--- config.mk ---
export PLATFORM = sky130hd
export DESIGN_NAME = display_word_tx_flat
export DESIGN_NICKNAME = d
export VERILOG_FILES = /design/src/rtl/display_word_tx_if.sv /design/src/rtl/display_word_tx.sv /design/src/flat_wrapper.sv
export SDC_FILE = /design/constraint.sdc
export NUM_CORES = 1
export LEC_CHECK = 0
export ABC_CLOCK_PERIOD_IN_PS = 2200
export CAP_MARGIN = 20
export CELL_PAD_IN_SITES_DETAIL_PLACEMENT = 1
export CELL_PAD_IN_SITES_GLOBAL_PLACEMENT = 1
export CORE_ASPECT_RATIO = 1.25
export CORE_UTILIZATION = 38
export DETAILED_ROUTE_END_ITERATION = 10
export HOLD_SLACK_MARGIN = 0.05
export PLACE_DENSITY = 0.85
export SYNTH_ARGS = -nofsm -noshare
export SYNTH_HDL_FRONTEND = slang
export SYNTH_SLANG_ARGS = --single-unit
--- constraint.sdc ---
create_clock -name clk -period 2.2 [get_ports clk]
set_input_delay 0.33 -clock clk [delete_from_list [all_inputs] [get_ports clk]]
set_output_delay 0.33 -clock clk [all_outputs]
set_load 0.03 [all_outputs]
--- src/rtl/display_word_tx_if.sv ---
// Valid/ready word handshake into the display link transmitter.
// The sender (master) drives the word and inject flag; the transmitter
// (slave) answers with ready_out.
interface display_word_tx_if;
  logic [4:0] data_in;
  logic       valid_in;
  logic       err_inject;
  logic       ready_out;

  modport master (
    output data_in,
    output valid_in,
    output err_inject,
    input  ready_out
  );

  modport slave (
    input  data_in,
    input  valid_in,
    input  err_inject,
    output ready_out
  );
endinterface : display_word_tx_if

--- src/rtl/display_word_tx.sv ---
// Transmit end of the 5-bit + parity display link.
// Latches an accepted word onto the parallel bus b1..b5/b_par and serialises
// start, b1..b5, parity, stop on tx, each bit lasting CLKS_PER_BIT cycles.
module display_word_tx #(
  parameter int CLKS_PER_BIT = 4,
  parameter int PARITY_ODD   = 0
) (
  input  logic               clk,
  input  logic               rst,
  display_word_tx_if.slave   link,
  output logic               b1,
  output logic               b2,
  output logic               b3,
  output logic               b4,
  output logic               b5,
  output logic               b_par,
  output logic               tx,
  output logic               busy,
  output logic               done
);

  // +1 keeps the width at least 1 bit when CLKS_PER_BIT is 1.
  localparam int TW = $clog2(CLKS_PER_BIT + 1);
  localparam logic [TW-1:0] TIMER_LAST = TW'(CLKS_PER_BIT - 1);
  localparam logic          ODD_BIT    = (PARITY_ODD != 0);

  localparam logic [2:0] S_IDLE   = 3'd0;
  localparam logic [2:0] S_START  = 3'd1;
  localparam logic [2:0] S_DATA   = 3'd2;
  localparam logic [2:0] S_PARITY = 3'd3;
  localparam logic [2:0] S_STOP   = 3'd4;

  logic [2:0]    state_q,   state_d;
  logic [TW-1:0] timer_q,   timer_d;
  logic [2:0]    bit_idx_q, bit_idx_d;
  logic [4:0]    shift_q,   shift_d;
  logic          par_q,     par_d;
  logic [4:0]    bus_q,     bus_d;
  logic          b_par_q,   b_par_d;
  logic          tx_q,      tx_d;

  logic idle;
  logic accept;
  logic expire;

  assign idle           = (state_q == S_IDLE);
  assign link.ready_out = idle && !rst;
  assign busy           = !idle && !rst;
  assign accept         = link.valid_in && link.ready_out;
  assign expire         = (timer_q == TIMER_LAST);
  assign done           = (state_q == S_STOP) && expire;

  assign {b1, b2, b3, b4, b5} = bus_q;
  assign b_par                = b_par_q;
  assign tx                   = tx_q;

  // Next-state logic: FSM, bit timer, frame shifter and parallel bus capture.
  always_comb begin
    // NOTE: every variable gets a default first so no path leaves it unassigned, which would infer a latch.
    state_d   = state_q;
    timer_d   = timer_q;
    bit_idx_d = bit_idx_q;
    shift_d   = shift_q;
    par_d     = par_q;
    bus_d     = bus_q;
    b_par_d   = b_par_q;

    // The timer free-runs inside a bit and clears whenever the bit ends.
    if (idle) begin
      timer_d = '0;
    end else if (expire) begin
      timer_d = '0;
    end else begin
      timer_d = timer_q + TW'(1);
    end

    case (state_q)
      S_IDLE: begin
        if (accept) begin
          state_d = S_START;
          shift_d = link.data_in;
          par_d   = (^link.data_in) ^ ODD_BIT ^ link.err_inject;
          bus_d   = link.data_in;
          b_par_d = par_d;
        end
      end
      S_START: begin
        if (expire) begin
          state_d   = S_DATA;
          bit_idx_d = 3'd0;
        end
      end
      S_DATA: begin
        if (expire) begin
          if (bit_idx_q == 3'd4) begin
            state_d   = S_PARITY;
            bit_idx_d = 3'd0;
          end else begin
            bit_idx_d = bit_idx_q + 3'd1;
            shift_d   = {shift_q[3:0], 1'b0};
          end
        end
      end
      S_PARITY: begin
        if (expire) state_d = S_STOP;
      end
      S_STOP: begin
        if (expire) state_d = S_IDLE;
      end
      default: begin
        state_d = S_IDLE;
      end
    endcase

    // tx is registered from the next state so the line changes with the state.
    case (state_d)
      S_START:  tx_d = 1'b0;
      S_DATA:   tx_d = shift_d[4];
      S_PARITY: tx_d = par_d;
      default:  tx_d = 1'b1;
    endcase
  end

  // State registers with synchronous reset; a reset abandons any frame.
  always_ff @(posedge clk) begin
    // NOTE: sequential state uses non-blocking assignments so all registers update together from pre-edge values.
    if (rst) begin
      state_q   <= S_IDLE;
      timer_q   <= '0;
      bit_idx_q <= 3'd0;
      shift_q   <= 5'd0;
      par_q     <= 1'b0;
      bus_q     <= 5'd0;
      b_par_q   <= 1'b0;
      tx_q      <= 1'b1;
    end else begin
      state_q   <= state_d;
      timer_q   <= timer_d;
      bit_idx_q <= bit_idx_d;
      shift_q   <= shift_d;
      par_q     <= par_d;
      bus_q     <= bus_d;
      b_par_q   <= b_par_d;
      tx_q      <= tx_d;
    end
  end

endmodule : display_word_tx
--- src/flat_wrapper.sv ---
// flat-port wrapper written by rule: the top's interface ports become plain ports
module display_word_tx_flat 
#(
  parameter int CLKS_PER_BIT = 4,
  parameter int PARITY_ODD   = 0
)
  (clk, rst, b1, b2, b3, b4, b5, b_par, tx, busy, done, link_data_in, link_valid_in, link_err_inject, link_ready_out);
  display_word_tx_if link_i ();
  input  logic clk;
  input  logic rst;
  output logic b1;
  output logic b2;
  output logic b3;
  output logic b4;
  output logic b5;
  output logic b_par;
  output logic tx;
  output logic busy;
  output logic done;
  input wire logic [$bits(link_i.data_in)-1:0] link_data_in;
  input wire logic [$bits(link_i.valid_in)-1:0] link_valid_in;
  input wire logic [$bits(link_i.err_inject)-1:0] link_err_inject;
  output wire logic [$bits(link_i.ready_out)-1:0] link_ready_out;
  assign link_i.data_in = link_data_in;
  assign link_i.valid_in = link_valid_in;
  assign link_i.err_inject = link_err_inject;
  assign link_ready_out = link_i.ready_out;
  display_word_tx #(.CLKS_PER_BIT(CLKS_PER_BIT), .PARITY_ODD(PARITY_ODD)) u_core (.clk(clk), .rst(rst), .link(link_i), .b1(b1), .b2(b2), .b3(b3), .b4(b4), .b5(b5), .b_par(b_par), .tx(tx), .busy(busy), .done(done));
endmodule
Figure 1. Placed standard cells (run 1).
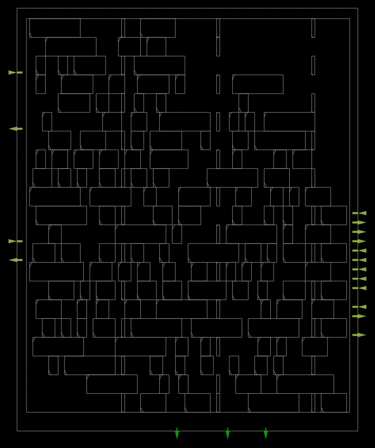
post-route insts no fill: 177
share of cell area taken by flip-flops and latches: 33.2%
sequential cell count of the final layout: 22
count of fill cells added during filler insertion: 345
Taps Inserted: 34

Figure 2. Cells by drive strength (run 1).
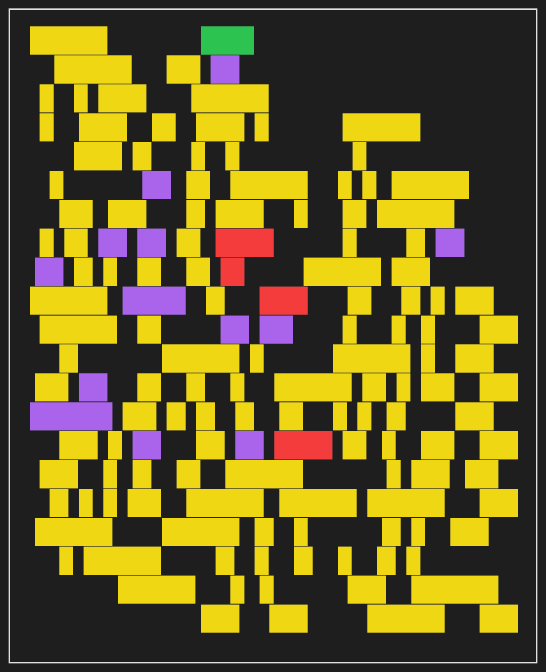
| size | color | cells | share |
|---|---|---|---|
| x2 | red | 4 | 2.8% |
| x1 and smaller | yellow | 125 | 87% |
| x6 and larger | green | 1 | 0.70% |
| x3 and x4 | purple | 13 | 9.1% |
area growth from synthesis to layout: 23.7%
setup slack of the critical path after layout: 0.144 ns
fin area: 1330 um^2
Buffers, non-clock: 23

Figure 3. Routed metal per tile (run 1).
10 x 12 tiles, from dark blue (low) to red (high), scaled to the fullest tile. Values are wire area over tile area, all layers added.
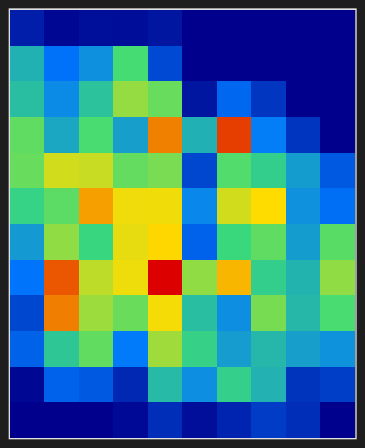
nearly empty tiles: 17%
mean over tiles: 0.13
fullest tile: 0.36
emptiest ninth of the die: north-east
wire length after detailed routing: 2.46 mm
Via Count: 928

Figure 4. Where the registers sit (run 1).
Bar = 10 um. Other sequential cells in the stronger gray, the rest of the logic in the fainter gray.
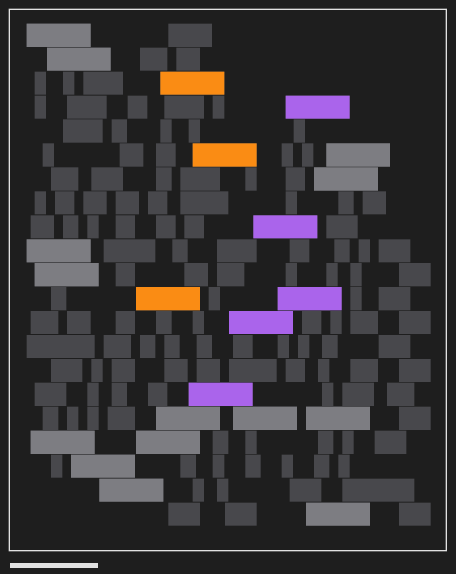
| netlist name | color | flops |
|---|---|---|
| u_core.bit_idx_q | orange | 3 |
| u_core.shift_q | purple | 5 |
sequential cell area: 440 um^2
core occupancy in the finished layout: 49.4%

==> impl_report.txt, run 1 <==
==== FLOW RESULTS ====
----------------------------------------------------
[Finish]
  Clock buffer instance count of the final layout ........................ 4
  Clock network contribution to total cell area ........................ 2.74%
  Fraction of area in non-clock buffers ........................ about 16%
  Logic share of the area ........................ 43.7%
  Most numerous logic cells after layout ........................ nand2_1, dfxtp_1, clkdlybuf4s50_1, nor2_1, a21oi_1

[Worst setup path]
  RR Endpoint ........................ u_core.tx$_SDFF_PP1_
  Capture point of the critical path ........................ done
  Timing startpoint of the critical path ........................ u_core.timer_q[0]$_SDFF_PP0_
  Element type at the critical path end ........................ output port
  Top fanout value on the critical path ........................ 2

[CTS]
  Clk latency late pin ........................ 0.31 ns
  Cts-stage hold buffer count ........................ 0
  Clock-pin slew of the registers on the worst-case setup and hold paths ........................ 0.12 ns
  Number of buffers on the longest clock path ........................ 2

[Hold path]
  Number of cells on the worst hold path ........................ 1

[Status]
  Status ........................ completed

[Synthesis]
  Synth async-reset ratio ........................ 0%
  Top FF cell, synth ........................ dfxtp_1
  Synthesized net count ........................ 136
  Seq share, synth ........................ between 40 and 50%
  Synthesized area per cell ........................ roughly 8.8 um^2
  Most numerous cell in the Yosys netlist ........................ nand2_1
  Synthesized-area fraction occupied by xor and xnor cells ........................ around 5.4%
  Aoi/oai-family share of the synthesized area ........................ 15.0%
  Adder share ........................ 5.84%

[Placement]
  PortBufs ........................ 18
  Count of placed standard cells including taps ........................ 173

[Pwr]
  Proportion of total power due to net switching ........................ 25.6%
  Clock Power Share ........................ 28.9%
  Net switching power ........................ 0.198 mW

[Floorplan]
  Die x size ........................ 49.5 um
  Number of core rows ........................ 21

[Drt]
  Detailed-routed wire length on met3 ........................ 73 um

[Final timing]
  Worst-case clock skew ........................ 0.00537 ns
  RSZ-0062 raised after global routing ........................ no

[Flow run]
  Max cap viols ........................ 0

[Global routing]
  Largest net degree at the start of global routing ........................ 22

----------------------------------------------------
Figure 5. Clock network drawn from the DEF (run 1).
Bar = 10 um.
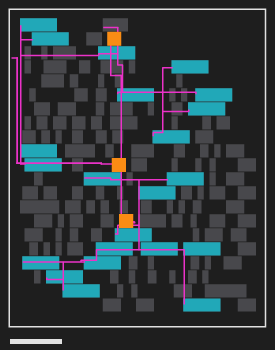

==> run 1 -> run 2 <==
--- a/config.mk
+++ b/config.mk
@@ -10,10 +10,11 @@
 export CELL_PAD_IN_SITES_DETAIL_PLACEMENT = 1
 export CELL_PAD_IN_SITES_GLOBAL_PLACEMENT = 1
 export CORE_ASPECT_RATIO = 1.25
-export CORE_UTILIZATION = 38
+export CORE_UTILIZATION = 45
 export DETAILED_ROUTE_END_ITERATION = 10
+export DONT_BUFFER_PORTS = 1
 export HOLD_SLACK_MARGIN = 0.05
-export PLACE_DENSITY = 0.85
+export PLACE_DENSITY = 0.83
 export SYNTH_ARGS = -nofsm -noshare
 export SYNTH_HDL_FRONTEND = slang
 export SYNTH_SLANG_ARGS = --single-unit
Figure 6. Clock network drawn from the DEF (run 2).
Bar = 10 um.
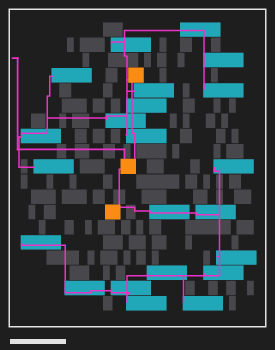
[clock-net drivers] orange | count: 3
[flip-flops] cyan | count: 22
[clock wires] magenta | length: 254 um
routed clock nets: 4
Clock Power Share: 25.4%
worst-case clock skew: 0.00381 ns
clk latency late pin: 0.29 ns
power consumed by the clock network: 0.173 mW

==> run 2 against run 1 <==
Worst setup slack worse by 0.028 ns. Core utilization is 1.1 points higher. Sequential cell count stayed put. Critical path type unchanged. Largest cell class unchanged. Largest power group unchanged.
==> impl_report.txt, run 2 <==
==== FLOW RESULTS ====
----------------------------------------------------
[Floorplan]
  Die x size ........................ 45.6 um (was 49.5 um)
  Taps Inserted ........................ 31 (was 34)
  Number of core rows ........................ 19 (was 21)

[Synthesis]
  Top FF cell, synth ........................ dfxtp_1 (unchanged)
  Synthesized net count ........................ 136 (unchanged)
  Most numerous cell in the Yosys netlist ........................ nand2_1 (unchanged)
  Seq share, synth ........................ 41.1% (unchanged)
  Adder share ........................ 5.84% (unchanged)
  Aoi/oai-family share of the synthesized area ........................ 15.0% (unchanged)
  Synth async-reset ratio ........................ 0% (unchanged)

[Status]
  Status ........................ completed (unchanged)

[Finish]
  Most numerous logic cells after layout ........................ nand2_1, dfxtp_1, nor2_1, a21oi_1 (was nand2_1, dfxtp_1, clkdlybuf4s50_1, nor2_1, a21oi_1)
  Post-route insts no fill ........................ 154 (was 177)
  Buffers, non-clock ........................ 4 (was 23)
  Core occupancy in the finished layout ........................ 50.5% (was 49.4%)
  Logic share of the area ........................ 51.3% (was 43.7%)
  Clock buffer instance count of the final layout ........................ 3 (was 4)

[Final timing]
  Setup slack of the critical path after layout ........................ 0.116 ns (was 0.144 ns)

[Hold path]
  Number of cells on the worst hold path ........................ 1 (unchanged)

[Worst setup path]
  RR Endpoint ........................ u_core.tx$_SDFF_PP1_ (unchanged)

[Drt]
  Wire length after detailed routing ........................ 2.27 mm (was 2.46 mm)
  Via Count ........................ 857 (was 928)

[Flow run]
  Max cap viols ........................ 0 (unchanged)

[CTS]
  Number of buffers on the longest clock path ........................ 2 (unchanged)

[Pwr]
  Net switching power ........................ 0.169 mW (was 0.198 mW)

[Placement]
  Count of placed standard cells including taps ........................ 150 (was 173)

----------------------------------------------------
Figure 7. Cells by drive strength (run 2).
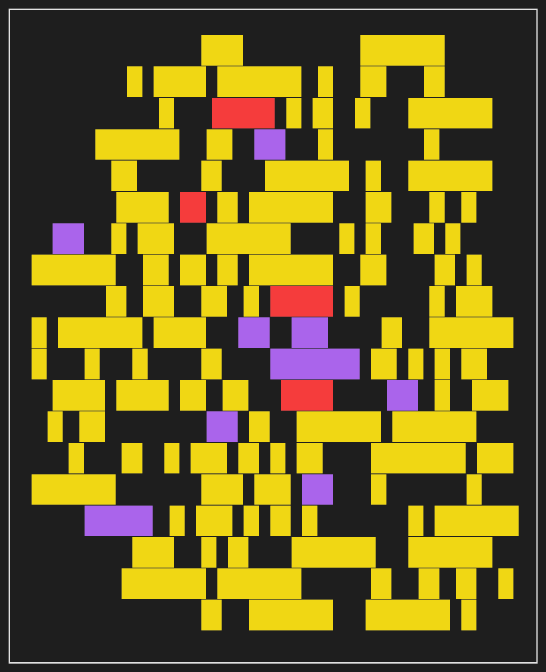
| size | color | cells | share |
|---|---|---|---|
| x3 and x4 | purple | 9 | 7.3% |
| x1 and smaller | yellow | 110 | 89% |
| x2 | red | 4 | 3.3% |

Power and IR drop assume default switching activity.
